### src/rtl/ps2_scancode_filter.sv
// PS/2 set-2 scan-code parser: pops bytes from a first-word-fall-through FIFO and emits
// one event per key press. Break codes, Pause payload and (optionally) typematic repeats are dropped.
module ps2_scancode_filter #(
   parameter bit REPEAT_FILTER = 1'b1
) (
   input  logic       clk,
   input  logic       rst_n,
   input  logic       empty,
   input  logic [7:0] code,
   output logic       r_en,
   output logic       key_valid,
   input  logic       key_ready,
   output logic [7:0] key_code,
   output logic       key_ext,
   output logic       err
);

   typedef enum logic [2:0] {IDLE, EXT, BRK, EXT_BRK, PAUSE} state_t;

   state_t     state_q, state_d;
   logic [2:0] skip_q, skip_d;
   logic       held_vld_q, held_vld_d;
   logic [7:0] held_code_q, held_code_d;
   logic       held_ext_q, held_ext_d;
   logic       key_valid_q, key_valid_d;
   logic [7:0] key_code_q, key_code_d;
   logic       key_ext_q, key_ext_d;
   logic       err_q, err_d;

   logic is_err;
   logic make_ev, brk_ev, pause_ev, ev_ext, held_match;

   // A byte may only be popped when the output register is free or is being drained this edge.
   assign r_en      = !empty && !(key_valid_q && !key_ready);
   assign is_err    = (code == 8'h00) || (code == 8'hFF);
   assign key_valid = key_valid_q;
   assign key_code  = key_code_q;
   assign key_ext   = key_ext_q;
   assign err       = err_q;

   always_comb begin
      state_d     = state_q;
      skip_d      = skip_q;
      held_vld_d  = held_vld_q;
      held_code_d = held_code_q;
      held_ext_d  = held_ext_q;
      key_valid_d = key_valid_q;
      key_code_d  = key_code_q;
      key_ext_d   = key_ext_q;
      err_d       = 1'b0;
      make_ev     = 1'b0;
      brk_ev      = 1'b0;
      pause_ev    = 1'b0;
      ev_ext      = 1'b0;

      if (key_valid_q && key_ready)
         key_valid_d = 1'b0;

      if (r_en) begin
         case (state_q)
            IDLE: begin
               if (code == 8'hE0) begin
                  state_d = EXT;
               end else if (code == 8'hF0) begin
                  state_d = BRK;
               end else if (code == 8'hE1) begin
                  state_d = PAUSE;
                  skip_d  = 3'd7;
               end else if (is_err) begin
                  err_d = 1'b1;
               end else begin
                  make_ev = 1'b1;
               end
            end
            EXT: begin
               ev_ext = 1'b1;
               if (code == 8'hF0) begin
                  state_d = EXT_BRK;
               end else begin
                  state_d = IDLE;
                  err_d   = is_err;
                  make_ev = !is_err;
               end
            end
            BRK, EXT_BRK: begin
               ev_ext  = (state_q == EXT_BRK);
               state_d = IDLE;
               err_d   = is_err;
               brk_ev  = !is_err;
            end
            PAUSE: begin
               // Pause payload is opaque: only counted, never decoded.
               if (skip_q <= 3'd1) begin
                  skip_d   = 3'd0;
                  pause_ev = 1'b1;
                  state_d  = IDLE;
               end else begin
                  skip_d = skip_q - 3'd1;
               end
            end
            default: state_d = IDLE;
         endcase
      end

      held_match = held_vld_q && (held_code_q == code) && (held_ext_q == ev_ext);

      if (make_ev) begin
         held_vld_d  = 1'b1;
         held_code_d = code;
         held_ext_d  = ev_ext;
         if (!(REPEAT_FILTER && held_match)) begin
            key_valid_d = 1'b1;
            key_code_d  = code;
            key_ext_d   = ev_ext;
         end
      end

      if (brk_ev && held_match)
         held_vld_d = 1'b0;

      if (pause_ev) begin
         key_valid_d = 1'b1;
         key_code_d  = 8'hE1;
         key_ext_d   = 1'b0;
      end
   end

   always_ff @(posedge clk or negedge rst_n) begin
      if (!rst_n) begin
         state_q     <= IDLE;
         skip_q      <= 3'd0;
         held_vld_q  <= 1'b0;
         held_code_q <= 8'h00;
         held_ext_q  <= 1'b0;
         key_valid_q <= 1'b0;
         key_code_q  <= 8'h00;
         key_ext_q   <= 1'b0;
         err_q       <= 1'b0;
      end else begin
         state_q     <= state_d;
         skip_q      <= skip_d;
         held_vld_q  <= held_vld_d;
         held_code_q <= held_code_d;
         held_ext_q  <= held_ext_d;
         key_valid_q <= key_valid_d;
         key_code_q  <= key_code_d;
         key_ext_q   <= key_ext_d;
         err_q       <= err_d;
      end
   end

endmodule

### config.mk
export PLATFORM = sky130hd
export DESIGN_NAME = ps2_scancode_filter
export DESIGN_NICKNAME = d
export VERILOG_FILES = /design/src/rtl/ps2_scancode_filter.sv
export SDC_FILE = /design/constraint.sdc
export NUM_CORES = 1
export LEC_CHECK = 0
export CAP_MARGIN = 40
export CORE_MARGIN = 10
export CORE_UTILIZATION = 49
export CTS_BUF_LIST = sky130_fd_sc_hd__clkbuf_4 sky130_fd_sc_hd__clkbuf_8
export DETAILED_ROUTE_END_ITERATION = 6
export PLACE_DENSITY = 0.77
export SLEW_MARGIN = 30
export SYNTH_ARGS = -nofsm -noshare
export SYNTH_HDL_FRONTEND = slang
export SYNTH_SLANG_ARGS = --single-unit
### constraint.sdc
create_clock -name clk -period 2.3 [get_ports clk]
set_clock_uncertainty 0.2 [all_clocks]
set_input_delay 0.345 -clock clk [delete_from_list [all_inputs] [get_ports clk]]
set_output_delay 0.345 -clock clk [all_outputs]
set_load 0.01 [all_outputs]
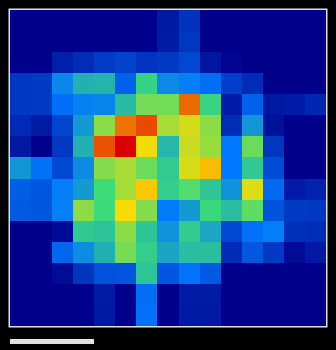
Run 1: wire density map
Bar = 20 um. 15 x 15 tiles, from dark blue (low) to red (high), scaled to the fullest tile. Values are wire area over tile area, all layers added.
mean over tiles: 0.10
densest ninth of the die: middle
tiles over half the peak: 14%
nearly empty tiles: 34%
emptiest ninth of the die: top right
fullest tile: 0.49

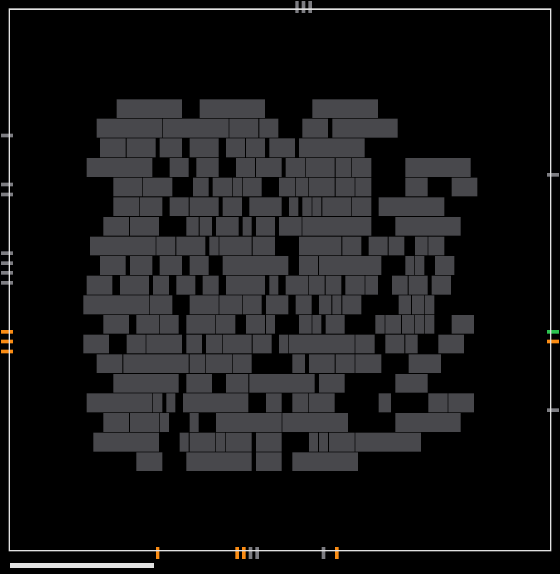
Run 1: pin placement
Bar = 20 um. Pins as bars across the die edge, other pins in gray.
legend:
  orange:
    port: key_code
    pins: 8
    direction: output
    edge: 4 bottom, 3 left, 1 right
  green:
    port: r_en
    pins: 1
    direction: output
    edge: right
all pins by edge: 10 left, 7 bottom, 4 right, 3 top

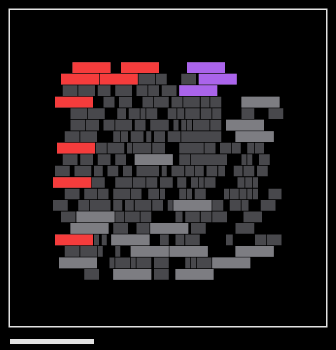
Run 1: sequential cells colored by netlist name
Bar = 20 um. Other sequential cells in the stronger gray, the rest of the logic in the fainter gray.
legend:
  purple:
    netlist_name: state_q
    sequential_cells: 3
  red:
    netlist_name: held_code_q
    sequential_cells: 8
not colored: 16

==> reports/results.ini, run 1 <==
[status]
outcome=complete, no violations

[synthesis]
syn_area_per_cell_sq_um=10.7
ys_sh_aoi=0.0933
synth.mux.area_fraction=0.140
synth.area.top_cells=dfrtp_1, mux2_2, xnor2_1
synth_flops=27
yosysTopAreaCellShare=0.458

[final_layout]
final_util=0.706
fill_cells=223
final-instance-count-excl-fill=219
area_delta_synth_final_pct=35.5
nNetsFinal=203
drive_gt1_frac=0.303

[sta]
fin_crit_ps=2230
finalHoldViolations=0
rsz0062_at_grt=no
fin_ws_ps=66.1

[route]
dr.pass1.iters=4
vias=1220
routed_wirelength_um=3560

[clock_network]
cts.clk_slew.worst_paths_ps=140
htreeDepth=1
cts_buffer_depth=2
ctsHoldBuffers=0

[setup_path]
crit_fanout=5
worst-setup-path-type=in -> reg

[floorplan]
io_pins=24
fp_util=0.521
die_height_um=74.9
die_area_sq_um=5610

[global_routing]
grt-ovfl-total=0
top_usage_layer=met2
track_usage=0.142

[power]
power_frac_seq=0.391

[placed_design]
portBuffers=23
gp_congestion=0.842
dp_worst_setup_slack_ps=-337
dp_hpwl_um=2730

[run 1: power by group through the flow]
stage	sequential (uW)	clock, uW	combinational [uW]
global route	834	242	1130
global placement	794	0	938
CTS	803	225	981
finish	802	220	1030
detailed placement	812	0	976
floorplan	810	0	566
[run 1: per-layer routing]
layer  up-vias  routed length (um)
li1        592                   -
met3         8                 187
met5         -                   0
met4         0                  88
met2        36                1850
met1       584                1440
[run 1: path summary, 6_finish.rpt]
kind | start | end | slack [ps] | cells after the start
min in group clk | held_code_q[6] | held_code_q[6] | 350 | 1
max reg2reg | state_q[2] | key_valid | 180 | 5
max | code[3] | state_q[2] | 70 | 5
max in group asynchronous | rst_n | held_code_q[4] | 1470 | 2
min reg2reg | held_code_q[6] | held_code_q[6] | 350 | 1
min | rst_n | skip_q[1] | 170 | 2
[run 1: flip-flops by register name, summed over array words and instances (netlist names)]
signal / cells
held_code_q: 8
key_code: 8
skip_q: 3
state_q: 3
err: 1
held_ext_q: 1
held_vld_q: 1
key_ext: 1
key_valid: 1
[run 1: cell type report]
type | instances | area (sq um) | area share
Clock buffer | 4 | 30.0 | 0.0150
Multi-Input combinational cell | 97 | 781 | 0.391
Inverter | 9 | 33.8 | 0.0169
Sequential cell | 27 | 676 | 0.338
Tap cell | 31 | 38.8 | 0.0194
Timing Repair Buffer | 51 | 439 | 0.220
[run 1: critical path, delay by kind of cell]
family,cells,cell delay (ps)
mux,1,380
buf+inv,1,500
simple gates,1,450
compound gates,2,590
[run 1: what timing repair did]
item                       in CTS  in global routing
buffers inserted                0                  1
hold endpoints to repair        0                  0
setup endpoints to repair       1                 16
pin swaps                       0                  1
gates resized                   1                 11
Run 1, the metal 1 layer:
Bar = 20 um.
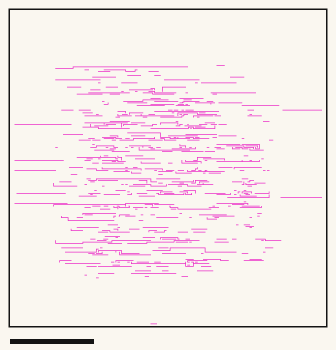

==> inputs of run 2 (changes only) <==
Settings changed: CORE_UTILIZATION 49 to 59, DONT_BUFFER_PORTS from default to 1, PLACE_DENSITY 0.77 to 0.78.
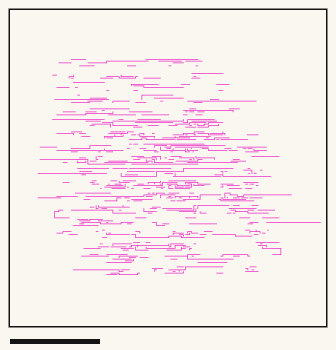
Run 2: the metal 1 layer
Bar = 20 um.
share of all routed wire: 41%
main direction: horizontal
nets with wire on the layer: 162
wire length on this layer: 1380 um
longest straight run: 15.6 um

==> reports/results.ini, run 2 <==
[setup_path]
worst-setup-path-type=reg -> reg
crit_fanout=11  ; +6

[final_layout]
fill_cells=181  ; -19%
seq_area_sq_um=676  ; unchanged
final-instance-count-excl-fill=185  ; -16%
drive_gt1_frac=0.206  ; -0.0967
area_delta_synth_final_pct=13.7
nNetsFinal=170  ; -16%
final_util=0.690  ; -0.0165
logic_area_sq_um=731  ; -6.4%

[clock_network]
cts_buffer_depth=2  ; unchanged
htreeDepth=1  ; unchanged
clock-root-buffer=clkbuf_4
cts.clk_slew.worst_paths_ps=150  ; about the same

[sta]
finalHoldViolations=0  ; unchanged
fin_crit_ps=2160  ; -74.7 ps
fin_ws_ps=141  ; +74.7 ps
rsz0062_at_grt=no

[placed_design]
dp_worst_setup_slack_ps=93.6  ; +430 ps
portBuffers=0  ; -100%
dp_hpwl_um=2400  ; -12%

[global_routing]
track_usage=0.132  ; -0.0106
grt-ovfl-total=0  ; unchanged

[status]
outcome=complete, no violations

[synthesis]
ys_area_sq_um=1480
synth_flops=27  ; unchanged
synth.area.top_cells=dfrtp_1, mux2_2, xnor2_1
syn_area_per_cell_sq_um=10.7  ; unchanged
synth_cells=138
yosys.area.top_type=dfrtp_1
netlist_area_sq_um=1480
async_reset_ff_frac=1.00

[floorplan]
die_height_um=70  ; -6.5%
die_area_sq_um=4900  ; -13%
core_area_sq_um=2430
io_pins=24  ; unchanged

[route]
vias=1122  ; -8.0%
routed_wirelength_um=3340  ; -6.1%

[power]
power_frac_seq=0.469  ; +0.078

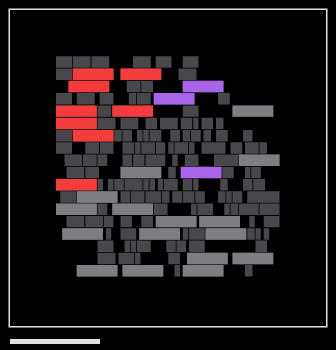
Run 2: sequential cells colored by netlist name
Bar = 20 um. Other sequential cells in the stronger gray, the rest of the logic in the fainter gray.
legend:
  red:
    netlist_name: held_code_q
    sequential_cells: 8
  purple:
    netlist_name: state_q
    sequential_cells: 3
not colored: 16

run 2: final timing paths:
check | startpoint | end | slack (ps) | cells past startpoint
max | state_q[2] | held_code_q[3] | 140 | 6
min | key_ready | key_valid | 60 | 2
max reg2reg | state_q[2] | held_code_q[3] | 140 | 6
min reg2reg | held_code_q[3] | held_code_q[3] | 350 | 1
max in group asynchronous | rst_n | held_code_q[3] | 1500 | 2
min in group asynchronous | rst_n | skip_q[2] | 230 | 2
run 2: worst max-delay path, cell delays in order, from the launching register on:
cell and delay (ps):
dfrtp_1 440, buf_4 170, nor2_1 190, nand3b_1 140, nor4_2 320, buf_4 250
mux2_2 340
run 2: kinds of logic (layout without fill, tap and decap cells):
family	after synthesis	in the layout	share of synthesized area
AND/OR/NAND/NOR	50	50	0.192
flip-flops	27	27	0.458
multiplexers	19	19	0.140
AND-OR/OR-AND	18	18	0.0933
buffers and inverters	14	31	0.0526
XOR/XNOR	8	8	0.0475
adder cells (fa/ha/maj)	2	2	0.0170
run 2: final cells by class:
type | count | share of cell area
multi-input cells | 97 | 0.435
flip-flops and latches | 27 | 0.403
repair buffers | 18 | 0.101
well taps | 30 | 0.0224
inverters | 9 | 0.0201
clock buffers | 4 | 0.0179
run 2: timing repair:
item | in CTS | in global routing
hold buffers | 10 | 0
resized | 0 | 3
endpoints found under the hold margin | 43 | 0
endpoints found under the setup margin | 0 | 13
run 2: metal layers:
metal | track usage | wire length [um]
met5 | 0 | 0
met4 | 0.0504 | 80
met3 | 0.0339 | 190
met2 | 0.232 | 1690
met1 | 0.147 | 1380
run 2: power by group through the flow:
stage,clock network (uW),logic [uW],registers (uW)
2_1_floorplan,0,566,810
3_3_place_gp,0,662,841
3_5_place_dp,0,696,853
4_1_cts,219,730,841
5_1_grt,241,814,860
6_report,215,729,834
Run 2, wire density map:
Bar = 20 um. 14 x 14 tiles, from dark blue (low) to red (high), scaled to the fullest tile. Values are wire area over tile area, all layers added.
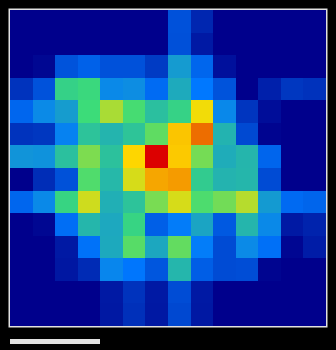

==> inputs of run 3 (changes only) <==
Settings changed: CORE_UTILIZATION 59 to 49, DONT_BUFFER_PORTS 1 to default, PLACE_DENSITY 0.78 to 0.77, SETUP_SLACK_MARGIN from default to 0.1.
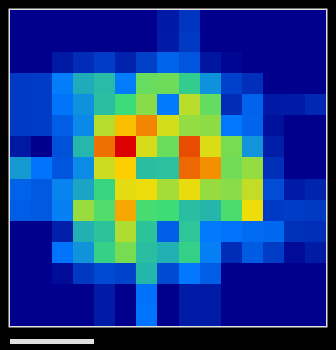
Run 3: wire density map
Bar = 20 um. 15 x 15 tiles, from dark blue (low) to red (high), scaled to the fullest tile. Values are wire area over tile area, all layers added.
emptiest ninth of the die: top right
densest ninth of the die: middle
nearly empty tiles: 34%
mean over tiles: 0.11

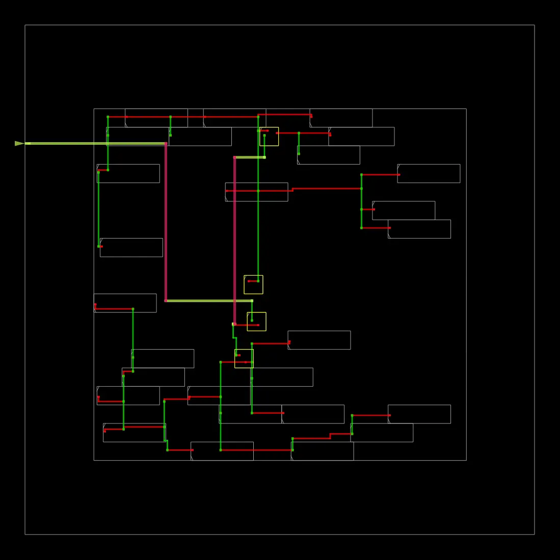
Run 3: clock routing
clock buf count: 4
Late-Pin Clk Latency: 330 ps
Flop Count: 27

==> reports/results.ini, run 3 <==
[power]
seq_power_uw=808  ; -3.1%
clock_net_power_uw=221  ; +3%
combinationalPower_uw=1070  ; +47%
ir_drop_v=0.000689
power_frac_seq=0.386  ; -0.083
power.group.top=combinational cells

[final_layout]
drive_gt1_frac=0.324  ; +0.118
area_delta_synth_final_pct=40.0
nNetsFinal=203  ; +19%
final_cell_area_sq_um=2070
final-instance-count-excl-fill=219  ; +18%

[synthesis]
yosys.area.top_type=dfrtp_1
synth.area.top_cells=dfrtp_1, mux2_2, xnor2_1
syn_area_per_cell_sq_um=10.7  ; unchanged
synth_flops=27  ; unchanged
netlist_area_sq_um=1480  ; unchanged
edf_count=0
ys_area_sq_um=1480  ; unchanged
yosysSeqAreaShare=0.458

[setup_path]
slowest_stage=clkdlybuf4s50_1
crit_buf_inv=1  ; -1
worst-setup-path-type=in -> reg
timing.critical_path.from=key_ready
crit_chain=clkdlybuf4s50_1 -> nand2b_4 -> nand4_1 -> a2111oi_4 -> and2b_2 -> or3b_1
crit_family=simple AND/OR/NAND/NOR gates
crit_fanout=5  ; -6

[global_routing]
track_usage=0.144  ; +0.0120
antenna_found_initial=0

[floorplan]
io_pins=24  ; unchanged
core_area_sq_um=2830  ; +16%
die_area_sq_um=5610  ; +14%
die_height_um=74.9  ; +7.0%

[clock_network]
ctsHoldBuffers=0  ; -10
clock-root-buffer=clkbuf_4
cts_buffer_depth=2  ; unchanged

[status]
outcome=complete, no violations

[placed_design]
dp_hpwl_um=2730  ; +14%
portBuffers=23  ; +23

[route]
drc=0
routed_wirelength_um=3710  ; +11%
vias=1248  ; +11%
drt_iter0_drc=48

[sta]
timing_worst_slew_pin_value_ps=514
fin_crit_ps=2120  ; -38.8 ps
rsz0062_at_grt=no

[min_path]
min_from=code[6]

run 3: cell count changes in the layout (fill, tap and decap cells not counted), moves of 2 or more:
cell / before / now
buf_4: 8 / 27
clkdlybuf4s50_1: 0 / 14
dlygate4sd3_1: 9 / 0
dlymetal6s2s_1: 0 / 8
nor2_1: 7 / 5
nor2_2: 1 / 3
run 3: final timing paths:
path	cells past startpoint	to	slack, ps
max in group asynchronous	2	state_q[2]	1450
max reg2reg	5	key_valid	180
max	6	key_valid	180
min	2	held_code_q[6]	140
min reg2reg	1	held_code_q[2]	350
min in group asynchronous	2	skip_q[1]	170
run 3: area by class of cell:
type / count / area, sq um
flip-flops and latches: 27 / 677
inverters: 9 / 33.8
clock buffers: 4 / 30.0
fillers: 207 / 763
repair buffers: 51 / 463
well taps: 31 / 38.8
multi-input cells: 97 / 823
run 3: logic make-up after synthesis:
kind of cell    after synthesis  synth area share
fa+ha+maj                     2            0.0170
flops                        27             0.458
mux                          19             0.140
compound gates               18            0.0933
simple gates                 50             0.192
buf+inv                      14            0.0526
xor+xnor                      8            0.0475
run 3: repair_timing:
item,4_1_cts,5_1_grt
pin swaps,0,2
setup endpoints to repair,14,24
gates resized,5,23
endpoints found under the hold margin,0,0
setup buffers,0,1
run 3: metal layers:
layer,global-route usage,up-vias,part of all wire
met3,0.0342,8,0.047
met5,0,-,0
met1,0.158,619,0.40
met4,0.0672,0,0.024
li1,-,589,-
met2,0.255,32,0.53
run 3: metrics by stage:
stage          power (uW)  setup TNS [ps]  setup WS [ps]   util
3_3_place_gp         1730           -4910           -286  0.673
4_1_cts              2030               0            115  0.691
3_5_place_dp         1790           -5880           -337  0.673
2_1_floorplan        1380               0            137      -
6_report             2100               0            180  0.730
5_1_grt              2250               0            101  0.730
No activity file was given, so power comes from the tool's default toggle rates.
